===== src/rtl/demux_1x16_tdm.sv =====
// demux_1x16_tdm: TDM receive demultiplexer.
// Rebuilds sync-framed serial slots into parallel channels.
//
// Ports:
//   clk, rst_n   clock, async active-low reset
//   din          serial bit for the current slot
//   din_valid    din qualifier; slots advance only when high
//   frame_sync   marks din as slot 0 (qualified by din_valid)
//   ch_out       last completed frame, bit i = channel i
//   frame_valid  one-cycle pulse when ch_out updates
//   slot         slot index the next valid bit goes to
//   locked       high while aligned (RECV)
//   sync_err     one-cycle pulse on an alignment error
module demux_1x16_tdm #(
    parameter int NUM_CH = 16,
    localparam int SEL_W = $clog2(NUM_CH)
) (
    input  logic              clk,
    input  logic              rst_n,
    input  logic              din,
    input  logic              din_valid,
    input  logic              frame_sync,
    output logic [NUM_CH-1:0] ch_out,
    output logic              frame_valid,
    output logic [SEL_W-1:0]  slot,
    output logic              locked,
    output logic              sync_err
);

    typedef enum logic {
        HUNT = 1'b0,
        RECV = 1'b1
    } state_t;

    localparam logic [SEL_W-1:0] SLOT_ONE  = SEL_W'(1);
    localparam logic [SEL_W-1:0] SLOT_LAST = SEL_W'(NUM_CH - 1);

    state_t            state;
    logic [NUM_CH-1:0] shadow;

    logic short_frame;
    logic missing_sync;
    logic last_slot;

    assign short_frame  = frame_sync && (slot != '0);
    assign missing_sync = !frame_sync && (slot == '0);
    assign last_slot    = (slot == SLOT_LAST);

    always_ff @(posedge clk or negedge rst_n) begin
        if (!rst_n) begin
            state       <= HUNT;
            slot        <= '0;
            shadow      <= '0;
            ch_out      <= '0;
            frame_valid <= 1'b0;
            sync_err    <= 1'b0;
            locked      <= 1'b0;
        end else begin
            frame_valid <= 1'b0;
            sync_err    <= 1'b0;
            if (din_valid) begin
                if (state == HUNT) begin
                    if (frame_sync) begin
                        shadow[0] <= din;
                        slot      <= SLOT_ONE;
                        state     <= RECV;
                        locked    <= 1'b1;
                    end
                end else begin
                    if (short_frame) begin
                        // Resync on the early strobe; partial frame dropped.
                        sync_err  <= 1'b1;
                        shadow[0] <= din;
                        slot      <= SLOT_ONE;
                    end else if (missing_sync) begin
                        sync_err <= 1'b1;
                        state    <= HUNT;
                        locked   <= 1'b0;
                    end else if (last_slot) begin
                        // Top bit comes straight from din so the frame
                        // publishes on the same edge it completes.
                        shadow[NUM_CH-1] <= din;
                        ch_out      <= {din, shadow[NUM_CH-2:0]};
                        frame_valid <= 1'b1;
                        slot        <= '0;
                    end else begin
                        shadow[slot] <= din;
                        slot         <= slot + SLOT_ONE;
                    end
                end
            end
        end
    end

endmodule


===== config.mk =====
export PLATFORM = sky130hd
export DESIGN_NAME = demux_1x16_tdm
export DESIGN_NICKNAME = d
export VERILOG_FILES = /design/src/rtl/demux_1x16_tdm.sv
export SDC_FILE = /design/constraint.sdc
export NUM_CORES = 1
export LEC_CHECK = 0
export ABC_AREA = 0
export CORE_ASPECT_RATIO = 0.9
export CORE_MARGIN = 2
export CORE_UTILIZATION = 55
export DETAILED_ROUTE_END_ITERATION = 8
export HOLD_SLACK_MARGIN = 0.12
export PLACE_DENSITY = 0.8
export SLEW_MARGIN = 20
export SYNTH_ARGS = -nofsm -noshare
export SYNTH_HDL_FRONTEND = slang
export SYNTH_SLANG_ARGS = --single-unit
export TNS_END_PERCENT = 30

===== constraint.sdc =====
create_clock -name clk -period 6.65 [get_ports clk]
set_input_delay 1.33 -clock clk [delete_from_list [all_inputs] [get_ports clk]]
set_output_delay 1.33 -clock clk [all_outputs]
set_load 0.005 [all_outputs]

Figure 1. Met3 routing (run 1).
Scale: 4 px per micron. Cells faint in the background.
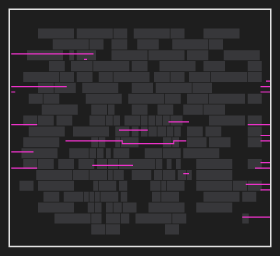
longest straight run: 20.2 microns
main direction: horizontal
nets with wire on the layer: 20
share of all routed wire: 4.2%
wire length on this layer: 141 microns

Figure 2. Placement by cell class (run 1).
Scale: 8 px per micron.
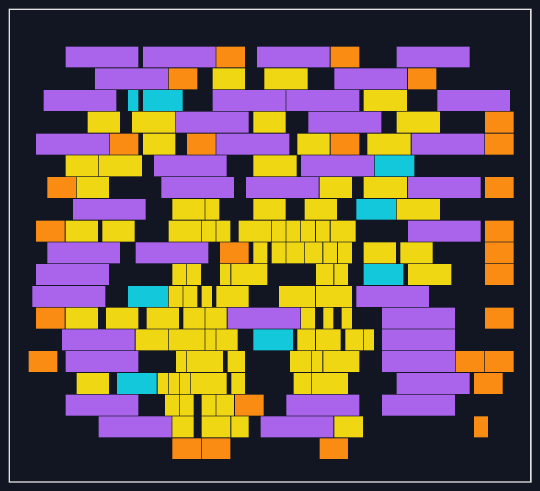
[cyan] clock drivers and dummy loads | cells: 8
[orange] other buffers and delay cells | cells: 27
[yellow] all other logic | cells: 91
[purple] flip-flops | cells: 39

Figure 3. Register map, names as in the netlist (run 1).
Scale: 6 px per micron. Other sequential cells in the stronger gray, the rest of the logic in the fainter gray.
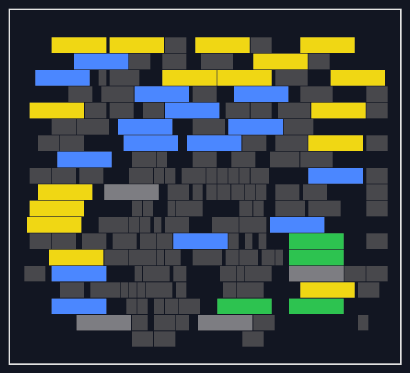
[blue] shadow | flops: 15
[green] slot | flops: 4 | where: bottom right
[yellow] ch_out | flops: 16
Seq area share: 44.8%
Flop+latch power: 346 uW
Reg area: 976 sq um
final core occ: 69.5%

==> run 1: power by group <==
group          switching [mW]  total, mW  leakage, nW  internal [mW]
logic                   0.102      0.216        0.422          0.115
registers              0.0509      0.346        0.520          0.296
clock network          0.0761      0.171       0.0515         0.0946
==> run 1: final cells by class <==
| cell class | instances | area share (%) |
|---|---|---|
| multi-input combinational | 86 | 35.2 |
| sequential | 39 | 44.8 |
| inverter | 5 | 0.861 |
| clock buffer | 8 | 4.59 |
| timing repair buffer | 27 | 12.2 |
| tap | 42 | 2.41 |
==> run 1: per-stage QoR <==
stage	worst slack [ps]	utilization, %	hold WS (ps)
finish	3510	69.5	506
global route	3430	69.5	522
CTS	3540	69.5	511
detailed placement	3230	66.3	490
global placement	3310	66.3	485
floorplan	4030	-	459
==> run 1: metal layers <==
metal | GRT usage (%) | vias to the layer above
li1 | - | 536
met1 | 26.5 | 567
met2 | 30.8 | 25
met3 | 5.16 | 6
met4 | 9.52 | 0
met5 | 0 | -
==> run 1: cell families (layout without fill, tap and decap cells) <==
| family | Yosys count | in the layout | share of synthesized area (%) |
|---|---|---|---|
| flip-flops | 39 | 39 | 53.0 |
| AND/OR/NAND/NOR | 34 | 34 | 10.9 |
| multiplexers | 32 | 32 | 21.5 |
| AND-OR/OR-AND | 13 | 13 | 4.55 |
| buffers and inverters | 13 | 40 | 5.36 |
| adder cells (fa/ha/maj) | 7 | 7 | 4.75 |
==> run 1: registers in the layout (all words and copies together) (netlist names) <==
signal	flops
ch_out	16
frame_valid	1
locked	1
shadow	15
slot	4
state	1
sync_err	1
==> run 1: worst reg2reg max path: stages, from the launching register on <==
cell      delay [ps]
dfrtp_1          450
inv_1            140
ha_1             280
nand2_1          110
inv_1             70
ha_1             250
and4bb_1         600
nand3_1          140
mux2_1           340
==> results_dict.tcl, run 1 <==
# collected from the flow reports
set metrics [dict create \
    status "finished clean" \
    grt_pass1_wl_mm 5.52 \
    period_used_pct 47.2 \
    fin_setup_tns_ps 0 \
    port_buffers 27 \
    path_clk_slew_ps 70 \
    cts_setup_buffers 0 \
    clock_skew_ps 4.35 \
    finish.instance_area_sq_um 2180 \
    vias 1134 \
    drt-total-wl_mm 3.33 \
    worst_pin_slew_ps 827 \
    cp-end-kind "register" \
    dpl_cell_area_sq_um 2080 \
    synth_cell_types 31 \
    p_leak_nw 0.994 \
    crit_cells 6 \
    crit_end "shadow[4]" \
    critPathMaxFanout 16 \
    wirelength_met1_mm 1.52 \
    flop_cell "dfrtp_1" \
    cts_root_buf "clkbuf_8" \
    final-instance-count-excl-fill 207 \
    hold_class "reg -> reg" \
    arrival_ps 3310 \
    min-delay-start "ch_out[1]" \
    die_x_microns 65.0 \
    via_per_inst 5.48 \
    worstPathCellList "clkdlybuf4s50_1 -> inv_1 -> ha_1 -> and4bb_1 -> nand3_1 -> mux2_1" \
    drive_above_1_share_pct 24.2 \
    netlist_instances 138 \
    yosysWarningCount 0 \
    clock-sinks 39 \
    warning_count 31 \
    remaining_drc_errors 0 \
    post_cts_resized 0 \
    grt_pass1_vias 1124 \
    clk_latency_ps 290 \
    syn_area_per_cell_sq_um 13.4 \
    drtPass1Iterations 4 \
    fp_nets 150 \
    critPathBufInv 2 \
    wl_per_cell_microns 16.1 \
    antenna_cells 0 \
    rrSetupSlack_ps 4170 \
    nNetsFinal 176 \
    hold_buffers 0 \
    slowest_stage "and4bb_1" \
    whs_endpoint "ch_out[1]" \
    synth_area_sq_um 1840 \
]
==> run 1 -> run 2 <==
Settings changed: CORE_UTILIZATION 55 to 53, PLACE_DENSITY 0.8 to 0.78.
Clock period 6.65 ns to 3.26 ns, I/O delays scaled along.
Figure 4. Register map, names as in the netlist (run 2).
Scale: 6 px per micron. Other sequential cells in the stronger gray, the rest of the logic in the fainter gray.
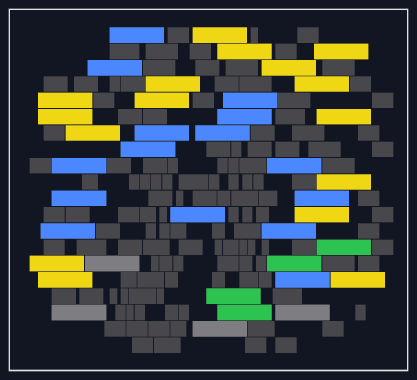
[yellow] ch_out | flops: 16 | where: spread over the die
[blue] shadow | flops: 15
[green] slot | flops: 4
not colored: 4
Flop+latch power: 705 uW
Seq area share: 45.0%
final core occ: 64.7%

==> results_dict.tcl, run 2 <==
# collected from the flow reports
set metrics [dict create \
    status "finished clean" \
    critPathMaxFanout 16 \
    grt_pass1_vias 1114 \
    hold_viol_final 0 \
    vias 1150 \
    arrival_ps 2680 \
    lay_top_cells "dfrtp_1 (39), clkdlybuf4s50_1 (26), mux2_2 (20)" \
    syn2layout_area_growth_pct 17.7 \
    cts_root_buf "clkbuf_8" \
    drive_above_1_share_pct 24.2 \
    post_cts_resized 0 \
    fp_nets 150 \
    clock-sinks 39 \
    power.density_nw_per_um2 675 \
    port_buffers 27 \
    hold_class "in -> async" \
    syn_area_per_cell_sq_um 13.4 \
    netlist_instances 138 \
    crit_end "shadow[3]" \
    top_register "ch_out" \
    synth_cell_types 31 \
    core_sq_um 3350 \
    cts_made_buffers 5 \
    flop_cell "dfrtp_1" \
    drt-total-wl_mm 3.34 \
    setup_viol 0 \
    fp-row-count 20 \
    ant_nets 0 \
    synth_area_sq_um 1840 \
    required_ps 3440 \
    layout_top_cell "dfrtp_1" \
    holdWs_ps 450 \
    pin_count 28 \
    fin_setup_tns_ps 0 \
    worstPathCellList "inv_1 -> ha_1 -> nand2_1 -> inv_1 -> ha_1 -> and4bb_1 -> nand3_1 -> mux2_2" \
    synth_flops 39 \
    edf_count 0 \
    ff2ff_path_depth 8 \
    p_leak_nw 0.983 \
    place_hpwl_mm 2.33 \
    period_used_pct 76.5 \
    clk_latency_ps 300 \
    grt_start_max_net_pins 40 \
    hold_buffers 0 \
    rrSetupSlack_ps 760 \
    rr_endpoint "shadow[3]" \
    synth.largest_area_cell "dfrtp_1" \
    antenna_cells 0 \
    clock_skew_ps 7.19 \
    fp_util_pct 55.0 \
    path_clk_slew_ps 80 \
    clockBufferDepth 2 \
    slew_viol_final 0 \
    wl_per_cell_microns 16.0 \
    worst_pin_slew_ps 834 \
    reg_top3 "ch_out (16), shadow (15), slot (4)" \
    drtPass1Iterations 4 \
    cts_setup_buffers 0 \
    grt_pass1_wl_mm 5.42 \
    cp-end-kind "register" \
    warning_count 31 \
    nNetsFinal 176 \
    via_per_inst 5.50 \
    die_x_microns 66.2 \
    cts_tree "built" \
    maxCapViolCount 0 \
    setup.worst_path.class "reg -> reg" \
    largest_reg_flops 16 \
    ir_drop_uv 425 \
    remaining_drc_errors 0 \
    slowest_stage "and4bb_1" \
    async_reset_ff_share_pct 100 \
    postSynthSeqShare_pct 53.0 \
    yosysWarningCount 0 \
    yosys_area_sq_um 1840 \
    ys_cells 138 \
    common_cells "dfrtp_1 (39), mux2_2 (20), nand3_1 (15), mux2_4 (10), ha_1 (7)" \
    drt_iter0_drc 34 \
    chipArea_sq_um 3970 \
]
Figure 5. Sizing map (run 2).
Scale: 6 px per micron.
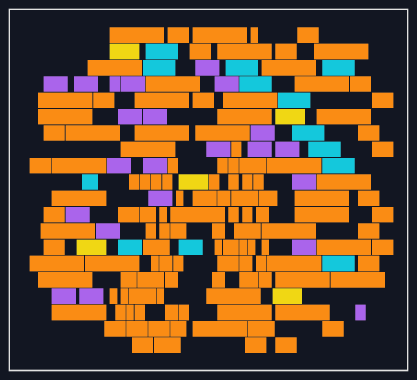
[purple] drive 2 | cells: 22 | share: 13% | most used: mux2_2
[orange] drive 1 or less | cells: 125 | share: 76% | most used: dfrtp_1
[cyan] drive 3 to 4 | cells: 13 | share: 7.9% | most used: mux2_4
[yellow] drive 6 and up | cells: 5 | share: 3.0% | most used: clkbuf_8

==> run 2: cell counts after synthesis <==
No cell type changed its count.
==> run 2: layout make-up <==
| type | count | area [sq um] | area share, % |
|---|---|---|---|
| sequential | 39 | 976 | 45.0 |
| multi-input combinational | 86 | 768 | 35.4 |
| timing repair buffer | 27 | 265 | 12.2 |
| clock buffer | 6 | 72.6 | 3.35 |
| tap | 44 | 55.1 | 2.54 |
| inverter | 5 | 18.8 | 0.866 |
| clock inverter | 2 | 12.5 | 0.577 |
==> run 2: worst max-delay path, delay by kind of cell, from the launching register on <==
| kind | cells | cell delay (ps) |
|---|---|---|
| mux | 1 | 310 |
| fa+ha+maj | 2 | 520 |
| buf+inv | 2 | 210 |
| simple gates | 3 | 900 |
| flops | 1 | 430 |
==> run 2: layer usage <==
metal  global-route usage [%]  routed length (microns)
met5                        0                        0
met3                     5.46                      192
met1                     25.0                     1470
met4                     11.4                       84
met2                     29.1                     1590
==> run 2: where the power goes <==
part	switching, mW	internal, mW	total (mW)
Sequential	0.102	0.603	0.705
Clock	0.167	0.149	0.317
Combinational	0.209	0.234	0.443
==> run 2: cells by family after synthesis <==
group                      share of synthesized area (%)
AOI/OAI and AO/OA                                   4.55
and+or+nand+nor                                     10.9
adders and majority gates                           4.75
buffers and inverters                               5.36
DFF                                                 53.0
muxes                                               21.5
==> run 2: per-stage QoR <==
| stage | instance area, sq um | setup WS, ps | instances | total power [mW] |
|---|---|---|---|---|
| after floorplan | 1840 | 1140 | 138 | 0.993 |
| after global placement | 2080 | 597 | 201 | 1.12 |
| after detailed placement | 2080 | 493 | 201 | 1.16 |
| after CTS | 2170 | 795 | 209 | 1.47 |
| after global routing | 2170 | 619 | 209 | 1.56 |
| final | 2170 | 764 | 209 | 1.46 |
No activity file was given, so power comes from the tool's default toggle rates.
